$ cat src/rtl/parking_slot_controller.sv
// Parking-lot occupancy sequencer: arbitrates entry/exit requests and drives a 3-bit adder/subtractor.
// Optional macro SUM_CHECK_EN adds a sticky sum_fault output that checks the adder carry/no-borrow bit.

module adder_subtractor_3bit (
  input  logic [2:0] a_i,
  input  logic [2:0] b_i,
  input  logic       s_i,
  output logic [3:0] sum_o
);
  // S=1 subtracts via two's complement: A + ~B + 1; sum_o[3] is carry / no-borrow.
  logic [2:0] b_x;
  assign b_x   = b_i ^ {3{s_i}};
  assign sum_o = {1'b0, a_i} + {1'b0, b_x} + {3'b000, s_i};
endmodule

module parking_slot_controller #(
  parameter int unsigned CAPACITY    = 7,
  parameter int unsigned GATE_CYCLES = 4
) (
  input  logic       clk,
  input  logic       rst_n,
  input  logic       entry_req,
  input  logic       exit_req,
  output logic       entry_ack,
  output logic       exit_ack,
  output logic       entry_deny,
  output logic       exit_deny,
  output logic       entry_gate,
  output logic       exit_gate,
  output logic [2:0] count,
  output logic       full,
  output logic       empty
`ifdef SUM_CHECK_EN
  ,
  output logic       sum_fault
`endif
);

  localparam int unsigned CW = 3;
  localparam int unsigned GW = 8;
  localparam logic [CW-1:0] CAP_C      = CW'(CAPACITY);
  localparam logic [GW-1:0] GATE_LOAD  = GW'(GATE_CYCLES - 1);

  typedef enum logic [1:0] {
    IDLE    = 2'd0,
    CALC    = 2'd1,
    GATE    = 2'd2,
    RELEASE = 2'd3
  } state_e;

  state_e        state_q, state_d;
  logic          sel_q, sel_d;        // 0 = entry served, 1 = exit served
  logic          rr_q, rr_d;          // 0 = entry wins next contested pick
  logic [CW-1:0] count_q, count_d;
  logic [GW-1:0] gcnt_q, gcnt_d;
  logic          entry_ack_q, entry_ack_d;
  logic          exit_ack_q, exit_ack_d;
  logic          entry_deny_q, entry_deny_d;
  logic          exit_deny_q, exit_deny_d;
  logic          entry_gate_q, entry_gate_d;
  logic          exit_gate_q, exit_gate_d;

  logic [CW-1:0] add_b;
  logic          add_s;
  logic [3:0]    sum;
  logic          pick_exit;
  logic          served_req;
  logic          full_w;
  logic          empty_w;

  adder_subtractor_3bit u_addsub (
    .a_i   (count_q),
    .b_i   (add_b),
    .s_i   (add_s),
    .sum_o (sum)
  );

  assign full_w     = (count_q == CAP_C);
  assign empty_w    = (count_q == 3'd0);
  assign pick_exit  = (entry_req && exit_req) ? rr_q : exit_req;
  assign served_req = sel_q ? exit_req : entry_req;

  // Adder operands depend only on registered state, keeping them off the next-state path.
  always_comb begin
    add_b = 3'b000;
    add_s = 1'b0;
    if (state_q == CALC) begin
      add_b = 3'b001;
      add_s = sel_q;
    end
  end

  always_comb begin
    state_d      = state_q;
    sel_d        = sel_q;
    rr_d         = rr_q;
    count_d      = count_q;
    gcnt_d       = gcnt_q;
    entry_ack_d  = 1'b0;
    exit_ack_d   = 1'b0;
    entry_deny_d = 1'b0;
    exit_deny_d  = 1'b0;
    entry_gate_d = entry_gate_q;
    exit_gate_d  = exit_gate_q;
    unique case (state_q)
      IDLE: begin
        if (entry_req || exit_req) begin
          sel_d = pick_exit;
          if (entry_req && exit_req) rr_d = ~rr_q;
          if (!pick_exit && full_w) begin
            entry_deny_d = 1'b1;
            state_d      = RELEASE;
          end else if (pick_exit && empty_w) begin
            exit_deny_d = 1'b1;
            state_d     = RELEASE;
          end else begin
            state_d = CALC;
          end
        end
      end
      CALC: begin
        count_d      = sum[2:0];
        gcnt_d       = GATE_LOAD;
        entry_ack_d  = ~sel_q;
        exit_ack_d   = sel_q;
        entry_gate_d = ~sel_q;
        exit_gate_d  = sel_q;
        state_d      = GATE;
      end
      GATE: begin
        if (gcnt_q == '0) begin
          entry_gate_d = 1'b0;
          exit_gate_d  = 1'b0;
          state_d      = RELEASE;
        end else begin
          gcnt_d = gcnt_q - 8'd1;
        end
      end
      RELEASE: begin
        if (!served_req) state_d = IDLE;
      end
      default: state_d = IDLE;
    endcase
  end

  always_ff @(posedge clk or negedge rst_n) begin
    if (!rst_n) begin
      state_q      <= IDLE;
      sel_q        <= 1'b0;
      rr_q         <= 1'b0;
      count_q      <= '0;
      gcnt_q       <= '0;
      entry_ack_q  <= 1'b0;
      exit_ack_q   <= 1'b0;
      entry_deny_q <= 1'b0;
      exit_deny_q  <= 1'b0;
      entry_gate_q <= 1'b0;
      exit_gate_q  <= 1'b0;
    end else begin
      state_q      <= state_d;
      sel_q        <= sel_d;
      rr_q         <= rr_d;
      count_q      <= count_d;
      gcnt_q       <= gcnt_d;
      entry_ack_q  <= entry_ack_d;
      exit_ack_q   <= exit_ack_d;
      entry_deny_q <= entry_deny_d;
      exit_deny_q  <= exit_deny_d;
      entry_gate_q <= entry_gate_d;
      exit_gate_q  <= exit_gate_d;
    end
  end

`ifdef SUM_CHECK_EN
  // Increment must not carry; decrement must report no-borrow.
  logic fault_q, fault_d;

  always_comb begin
    fault_d = fault_q;
    if (state_q == CALC && sum[3] != sel_q) fault_d = 1'b1;
  end

  always_ff @(posedge clk or negedge rst_n) begin
    if (!rst_n) fault_q <= 1'b0;
    else        fault_q <= fault_d;
  end

  assign sum_fault = fault_q;
`else
  logic sum_carry_unused;
  assign sum_carry_unused = sum[3];
`endif

  assign entry_ack  = entry_ack_q;
  assign exit_ack   = exit_ack_q;
  assign entry_deny = entry_deny_q;
  assign exit_deny  = exit_deny_q;
  assign entry_gate = entry_gate_q;
  assign exit_gate  = exit_gate_q;
  assign count      = count_q;
  assign full       = full_w;
  assign empty      = empty_w;

endmodule
$ cat config.mk
export PLATFORM = sky130hd
export DESIGN_NAME = parking_slot_controller
export DESIGN_NICKNAME = d
export VERILOG_FILES = /design/src/rtl/parking_slot_controller.sv
export SDC_FILE = /design/constraint.sdc
export NUM_CORES = 1
export LEC_CHECK = 0
export ABC_AREA = 0
export CAP_MARGIN = 20
export CELL_PAD_IN_SITES_DETAIL_PLACEMENT = 1
export CELL_PAD_IN_SITES_GLOBAL_PLACEMENT = 1
export CORE_ASPECT_RATIO = 1.75
export CORE_MARGIN = 2
export CORE_UTILIZATION = 30
export CTS_CLUSTER_SIZE = 10
export DETAILED_ROUTE_END_ITERATION = 10
export PLACE_DENSITY = 0.68
export SYNTH_ARGS = -nofsm -noshare
export SYNTH_HDL_FRONTEND = slang
export SYNTH_HIERARCHICAL = 1
export SYNTH_SLANG_ARGS = --single-unit
$ cat constraint.sdc
create_clock -name clk -period 2.63 [get_ports clk]
set_input_delay 0.3945 -clock clk [delete_from_list [all_inputs] [get_ports clk]]
set_output_delay 0.3945 -clock clk [all_outputs]
set_load 0.1 [all_outputs]
Run 1, cells by drive strength:
Scale bar: 20 um.
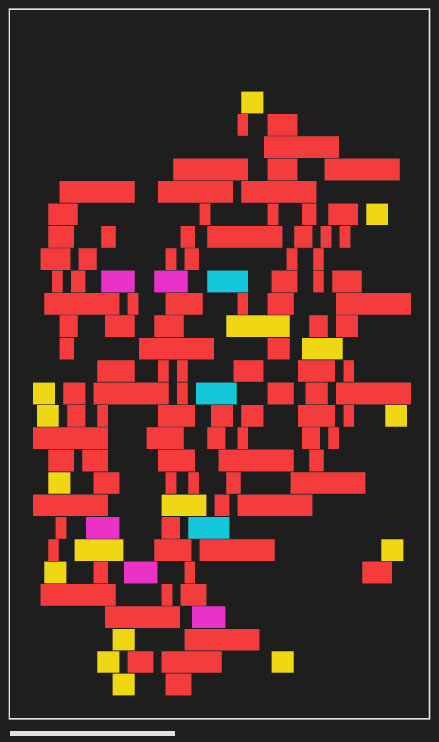
size	color	cells	most used
x6 and larger	cyan	3	clkbuf_8
x1 and smaller	red	100	dfrtp_1
x3 and x4	yellow	16	buf_4
x2	magenta	5	mux2_2
setup ws final: 0.3506 ns
Non-CTS buffers: 15

Run 1, the metal 2 layer:
Scale bar: 20 um. Cells faint in the background.
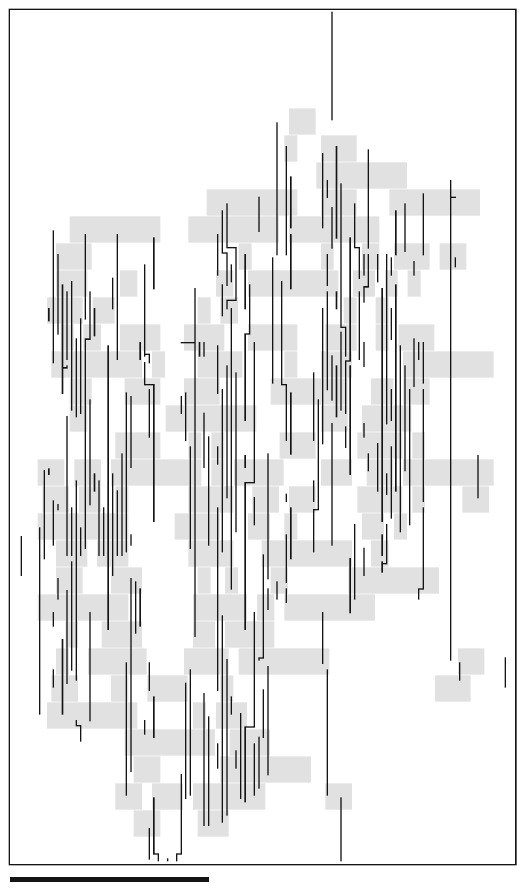
main direction	vertical
share of all routed wire	59%
wire length on this layer	1,450 um
longest straight run	48.3 um
final WL: 2459 um
grt met2 use: 24.16%
Vias: 856

==> results.json, run 1 <==
{
  "outcome": "complete, no violations",
  "met1_usage_pct": 13.47,
  "post-route-period-util_pct": 86.67,
  "ios": 15,
  "crit_family": "adder cells",
  "die_h_um": 86.03,
  "warnings": 32,
  "die_x_um": 50.88,
  "rsz0062_at_grt": "no",
  "fin_setup_tns_ns": 0,
  "clk_pin_slew_ns": 0.08,
  "grt_max_degree": 22,
  "layout.nets": 138,
  "end_kind": "register",
  "fin_crit_ns": 2.279,
  "grt_pass1_vias": 921,
  "initCoreUtil_pct": 31.48,
  "drtIter0Drc": 22,
  "path_cells": "inv_1 > ha_1 > and2_1 > mux2_4 > fa_1 > xor2_1 > mux2_2",
  "syn_avg_cell_area_sq_um": 10.99,
  "finalClockSkew_ns": 0.004225,
  "syn_inst": 105,
  "first_pass_iters": 3,
  "ant_nets": 0,
  "dpl.hpwl_um": 1931
}
Run 1, routing congestion map:
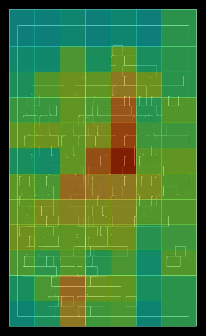
busiest grt layer: met2
grt met3 use: 1.742%
Final Util: 37.86%
DR WL/cell: 14.46 um
GRT Total Usage: 12.75%

[run 1: layout make-up]
cell class	count	area, sq um
fillers	430	2277
multi-input cells	77	613.1
flip-flops and latches	21	525.5
repair buffers	15	120.1
well taps	46	57.56
clock buffers	4	45.04
inverters	7	26.28
[run 1: sequential cells by signal (all words and copies together) (netlist names)]
signal and count:
rr_q 1, sel_q 1, entry_deny 1, exit_gate 1
exit_ack 1, gcnt_q 8, exit_deny 1, entry_gate 1
state_q 2, entry_ack 1, count 3
[run 1: per-layer routing]
| layer | wire, um | vias up |
|---|---|---|
| met1 | 932 | 437 |
| met5 | 0 | - |
| met3 | 53 | 2 |
| met2 | 1454 | 10 |
| li1 | - | 407 |
| met4 | 19 | 0 |
[run 1: final timing paths]
path                                        start                endpoint  slack [ns]  cells after the start
min reg2reg                 gcnt_q[0]$_DFFE_PN0P_   gcnt_q[0]$_DFFE_PN0P_        0.51                      1
max in group asynchronous                   rst_n  state_q[1]$_DFFE_PN0P_        1.93                      2
max                        state_q[1]$_DFFE_PN0P_    count[2]$_DFFE_PN0P_        0.35                      7
min                                         rst_n   gcnt_q[1]$_DFFE_PN0P_        0.48                      2
min in group clk            gcnt_q[0]$_DFFE_PN0P_   gcnt_q[0]$_DFFE_PN0P_        0.51                      1
max reg2reg                state_q[1]$_DFFE_PN0P_    count[2]$_DFFE_PN0P_        0.35                      7
[run 1: cell usage in the layout (no fill, tap or decap), drive strengths merged, types with 2 or more instances in the layout]
cell	n
clkbuf	4
o21ai	2
xor2	4
conb	2
nand3	4
and3	2
nor2	6
inv	7
mux2	5
xnor2	2
a21oi	4
ha	8
clkdlybuf4s50	3
nand2b	2
dfrtp	21
nand2	10
buf	12
mux2i	7
[run 1: per-stage QoR]
step | hold slack [ns] | worst slack, ns
after floorplan | 0.09891 | 0.3241
after global placement | 0.4748 | 0.4594
after detailed placement | 0.4976 | 0.3432
after CTS | 0.4876 | 0.3308
after global routing | 0.4996 | 0.1264
final | 0.4787 | 0.3506
==> run 2: changes to the inputs <==
--- a/config.mk
+++ b/config.mk
@@ -6,6 +6,7 @@
 export NUM_CORES = 1
 export LEC_CHECK = 0
 export ABC_AREA = 0
+export ABC_CLOCK_PERIOD_IN_PS = 2630
 export CAP_MARGIN = 20
 export CELL_PAD_IN_SITES_DETAIL_PLACEMENT = 1
 export CELL_PAD_IN_SITES_GLOBAL_PLACEMENT = 1
Run 2, cells by drive strength:
Scale bar: 20 um.
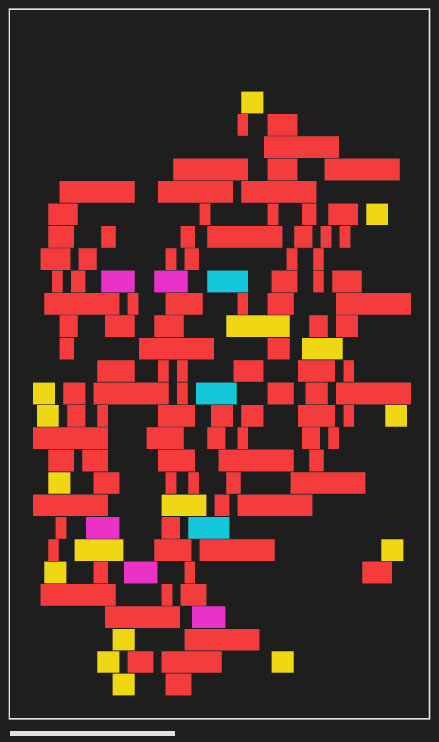
size	color	cells	most used
x6 and larger	cyan	3	clkbuf_8
x1 and smaller	red	100	dfrtp_1
x3 and x4	yellow	16	buf_4
x2	magenta	5	mux2_2
area delta synth->final: 20.28%
Finished Cell Area: 1388 sq um

Run 2, wiring by layer:
Two of the layers only.
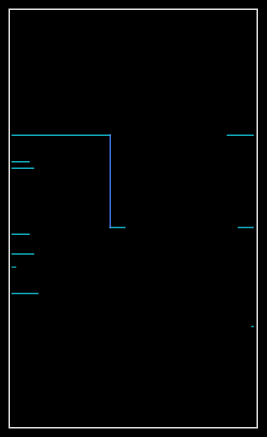
layer	color	wire length
M4	blue	19.0 um
M3	cyan	53.4 um

==> run 2 against run 1 <==
  * Sequential cell count unchanged
  * Critical path depth stayed put
  * Non-clock buffer count unchanged
  * Design area unchanged
  * Worst hold slack unchanged
  * Critical endpoint unchanged
  * Area after synthesis stayed put
  * Critical path type unchanged
  * Worst setup slack stayed put
==> results.json, run 2 <==
{
  "routedWlPerCell_um": 14.46,
  "ant_nets": 0,
  "die_h_um": 86.03,
  "syn_inst": 105,
  "first_pass_iters": 3,
  "grt_max_degree": 22,
  "largest_reg_flops": 8,
  "post-route-period-util_pct": 86.67,
  "fin_setup_tns_ns": 0,
  "top_register": "gcnt_q",
  "layout.nets": 138,
  "rsz0062_at_grt": "no",
  "post_cts_buffers": 0,
  "dpl.hpwl_um": 1931,
  "ios": 15,
  "end_kind": "register",
  "outcome": "complete, no violations",
  "syn_avg_cell_area_sq_um": 10.99,
  "lay_top_count": "dfrtp_1",
  "final_cell_mix": "21 x dfrtp_1, 12 x buf_4, 10 x nand2_1, 8 x ha_1",
  "utilization_pct": 37.86,
  "setup_viol": 0,
  "warnings": 32,
  "routabilityCongestion": 0.7093,
  "cp-start-kind": "register",
  "finalClockSkew_ns": 0.004225,
  "grt_pass1_vias": 921,
  "clk_pin_slew_ns": 0.08,
  "die_x_um": 50.88,
  "fin_crit_ns": 2.279,
  "grt_overflow": 0
}
-- run 2: layer usage --
metal	GRT usage (%)	vias to the layer above	part of all wire (%)
li1	-	407	-
met1	13.47	437	38
met2	24.16	10	59
met3	1.742	2	2.2
met4	5.651	0	0.77
met5	0	-	0
-- run 2: worst paths after layout --
kind                                        startpoint                endpoint  slack [ns]  cells after the start
worst min register to register   gcnt_q[0]$_DFFE_PN0P_   gcnt_q[0]$_DFFE_PN0P_        0.51                      1
worst max-delay path            state_q[1]$_DFFE_PN0P_    count[2]$_DFFE_PN0P_        0.35                      7
worst min-delay path                             rst_n   gcnt_q[1]$_DFFE_PN0P_        0.48                      2
max in group asynchronous                        rst_n  state_q[1]$_DFFE_PN0P_        1.93                      2
worst max register to register  state_q[1]$_DFFE_PN0P_    count[2]$_DFFE_PN0P_        0.35                      7
min in group clk                 gcnt_q[0]$_DFFE_PN0P_   gcnt_q[0]$_DFFE_PN0P_        0.51                      1
-- run 2: worst max-delay path: stages (launching register included) --
cell,delay (ns)
dfrtp_1,0.39
inv_1,0.10
ha_1,0.32
and2_1,0.28
mux2_4,0.30
fa_1,0.37
xor2_1,0.15
mux2_2,0.26
-- run 2: area by class of cell --
class | instances | area (sq um)
Clock buffer | 4 | 45.04
Fill cell | 430 | 2277
Inverter | 7 | 26.28
Multi-Input combinational cell | 77 | 613.1
Sequential cell | 21 | 525.5
Tap cell | 46 | 57.56
Timing Repair Buffer | 15 | 120.1
-- run 2: through the flow --
step           cell area, sq um  instances  setup WS [ns]  hold slack [ns]
2_1_floorplan              1169        106         0.3241          0.09891
3_3_place_gp               1343        166         0.4594           0.4748
3_5_place_dp               1343        166         0.3432           0.4976
4_1_cts                    1388        170         0.3308           0.4876
5_1_grt                    1388        170         0.1264           0.4996
6_report                   1388        170         0.3506           0.4787
==> run 3: changes to the inputs <==
--- a/config.mk
+++ b/config.mk
@@ -16,6 +16,7 @@
 export CTS_CLUSTER_SIZE = 10
 export DETAILED_ROUTE_END_ITERATION = 10
 export PLACE_DENSITY = 0.68
+export RECOVER_POWER = 50
 export SYNTH_ARGS = -nofsm -noshare
 export SYNTH_HDL_FRONTEND = slang
 export SYNTH_HIERARCHICAL = 1
==> run 3 against run 2 <==
  * Critical endpoint unchanged
  * Wire length about the same
  * Critical path type unchanged
  * Synthesized cell count is the same
  * Die area is the same
==> results.json, run 3 <==
{
  "layout.nets": 138,
  "cp-start-kind": "register",
  "min_path_cells": 1,
  "lay_top_count": "dfrtp_1",
  "worstReg2RegEnd": "count[2]$_DFFE_PN0P_",
  "comb_area_sq_um": 613.1,
  "dpl-instance-area_sq_um": 1343,
  "die_x_um": 50.88,
  "grt_overflow": 0,
  "grt_max_degree": 22,
  "nFillCells": 431,
  "ant_nets": 0,
  "min_to": "gcnt_q[0]$_DFFE_PN0P_",
  "largest_reg_flops": 8,
  "die_h_um": 86.03,
  "holdWs_ns": 0.5071,
  "place_inst": 166,
  "initCoreUtil_pct": 31.48,
  "routabilityCongestion": 0.7093,
  "top_register": "gcnt_q",
  "vias": 856,
  "outcome": "complete, no violations",
  "syn_inst": 105,
  "warnings": 32,
  "cp_slowest_cell": "dfrtp_1",
  "dpl.hpwl_um": 1931,
  "worst_ep_required_time_ns": 2.78,
  "routed_wl_um": 2457,
  "worst-r2r-cell-count": 7,
  "setup_viol": 0,
  "ios": 15,
  "post-route-period-util_pct": 86.67,
  "fin_crit_ns": 2.279,
  "grt_pass1_vias": 921,
  "post_cts_buffers": 0,
  "clk_pin_slew_ns": 0.07,
  "drtIter0Drc": 22,
  "dp_slack_ns": 0.3432,
  "r2r_start": "state_q[1]$_DFFE_PN0P_",
  "path_cells": "inv_1 > ha_1 > and2_1 > mux2_4 > fa_1 > xor2_1 > mux2_2",
  "fin_setup_tns_ns": 0,
  "finalClockSkew_ns": 0.004379,
  "final_cells": 170,
  "rsz0062_at_grt": "no",
  "r2r_slack_ns": 0.35,
  "hold_start": "gcnt_q[0]$_DFFE_PN0P_",
  "final_cell_mix": "21 x dfrtp_1, 10 x nand2_1, 9 x buf_4, 8 x ha_1",
  "slowest_delay_ns": 0.39,
  "first_pass_iters": 3,
  "seqCellArea_sq_um": 525.5
}
run 3: cell count changes in the layout (fill, tap and decap cells not counted), sizes merged:
cell / change
buf: -3
clkbuf: +3
clkdlybuf4s50: -1
dlygate4sd3: +1
run 3: area by class of cell:
class,instances,area share [%]
clock buffers,4,3.273
inverters,7,1.909
repair buffers,15,7.909
multi-input cells,77,44.55
flip-flops and latches,21,38.18
well taps,46,4.182
run 3: critical path: cells and delay by family, from the launching register on:
family	cells	cell delay, ns
AND/OR/NAND/NOR	1	0.28
XOR/XNOR	1	0.15
adder cells (fa/ha/maj)	2	0.69
multiplexers	2	0.56
flip-flops	1	0.39
buffers and inverters	1	0.10
run 3: metal layers:
layer / vias up / GRT usage (%) / routed length [um]
met2: 10 / 24.16 / 1455
met1: 437 / 13.47 / 931
met5: - / 0 / 0
met3: 2 / 1.742 / 51
li1: 407 / - / -
met4: 0 / 5.651 / 19
run 3: worst max-delay path by stage:
stage                           start                   end  cells after the start
5_1_grt        state_q[1]$_DFFE_PN0P_  count[1]$_DFFE_PN0P_                      6
3_5_place_dp   state_q[1]$_DFFE_PN0P_  count[1]$_DFFE_PN0P_                      6
4_1_cts        state_q[1]$_DFFE_PN0P_  count[1]$_DFFE_PN0P_                      6
3_3_place_gp   state_q[1]$_DFFE_PN0P_  count[2]$_DFFE_PN0P_                      7
6_report       state_q[1]$_DFFE_PN0P_  count[2]$_DFFE_PN0P_                      7
2_1_floorplan    count[0]$_DFFE_PN0P_                  full                      2
Run 3, cells by drive strength:
Scale bar: 20 um.
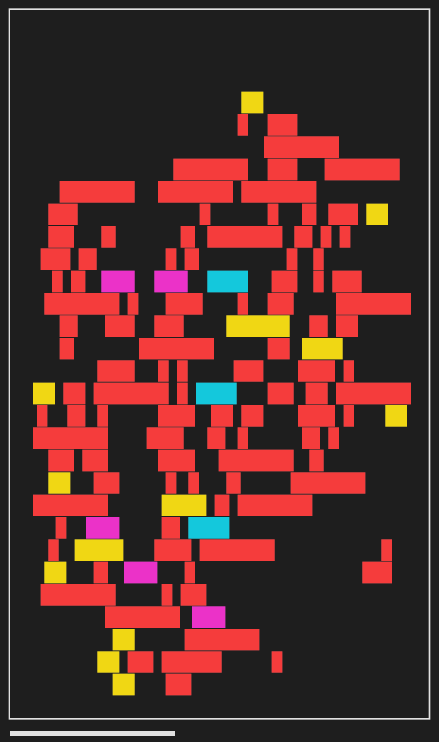
size	color	cells	most used
x3 and x4	yellow	13	buf_4
x6 and larger	cyan	3	clkbuf_8
x1 and smaller	red	103	dfrtp_1
x2	magenta	5	mux2_2
Finished Cell Area: 1376 sq um
setup ws final: 0.3506 ns
area delta synth->final: 19.31%

Run 3, routing congestion map:
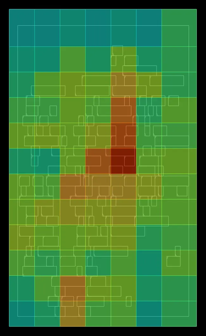
DR WL/cell: 14.45 um
Final Util: 37.56%
met1 usage in global routing: 13.47%

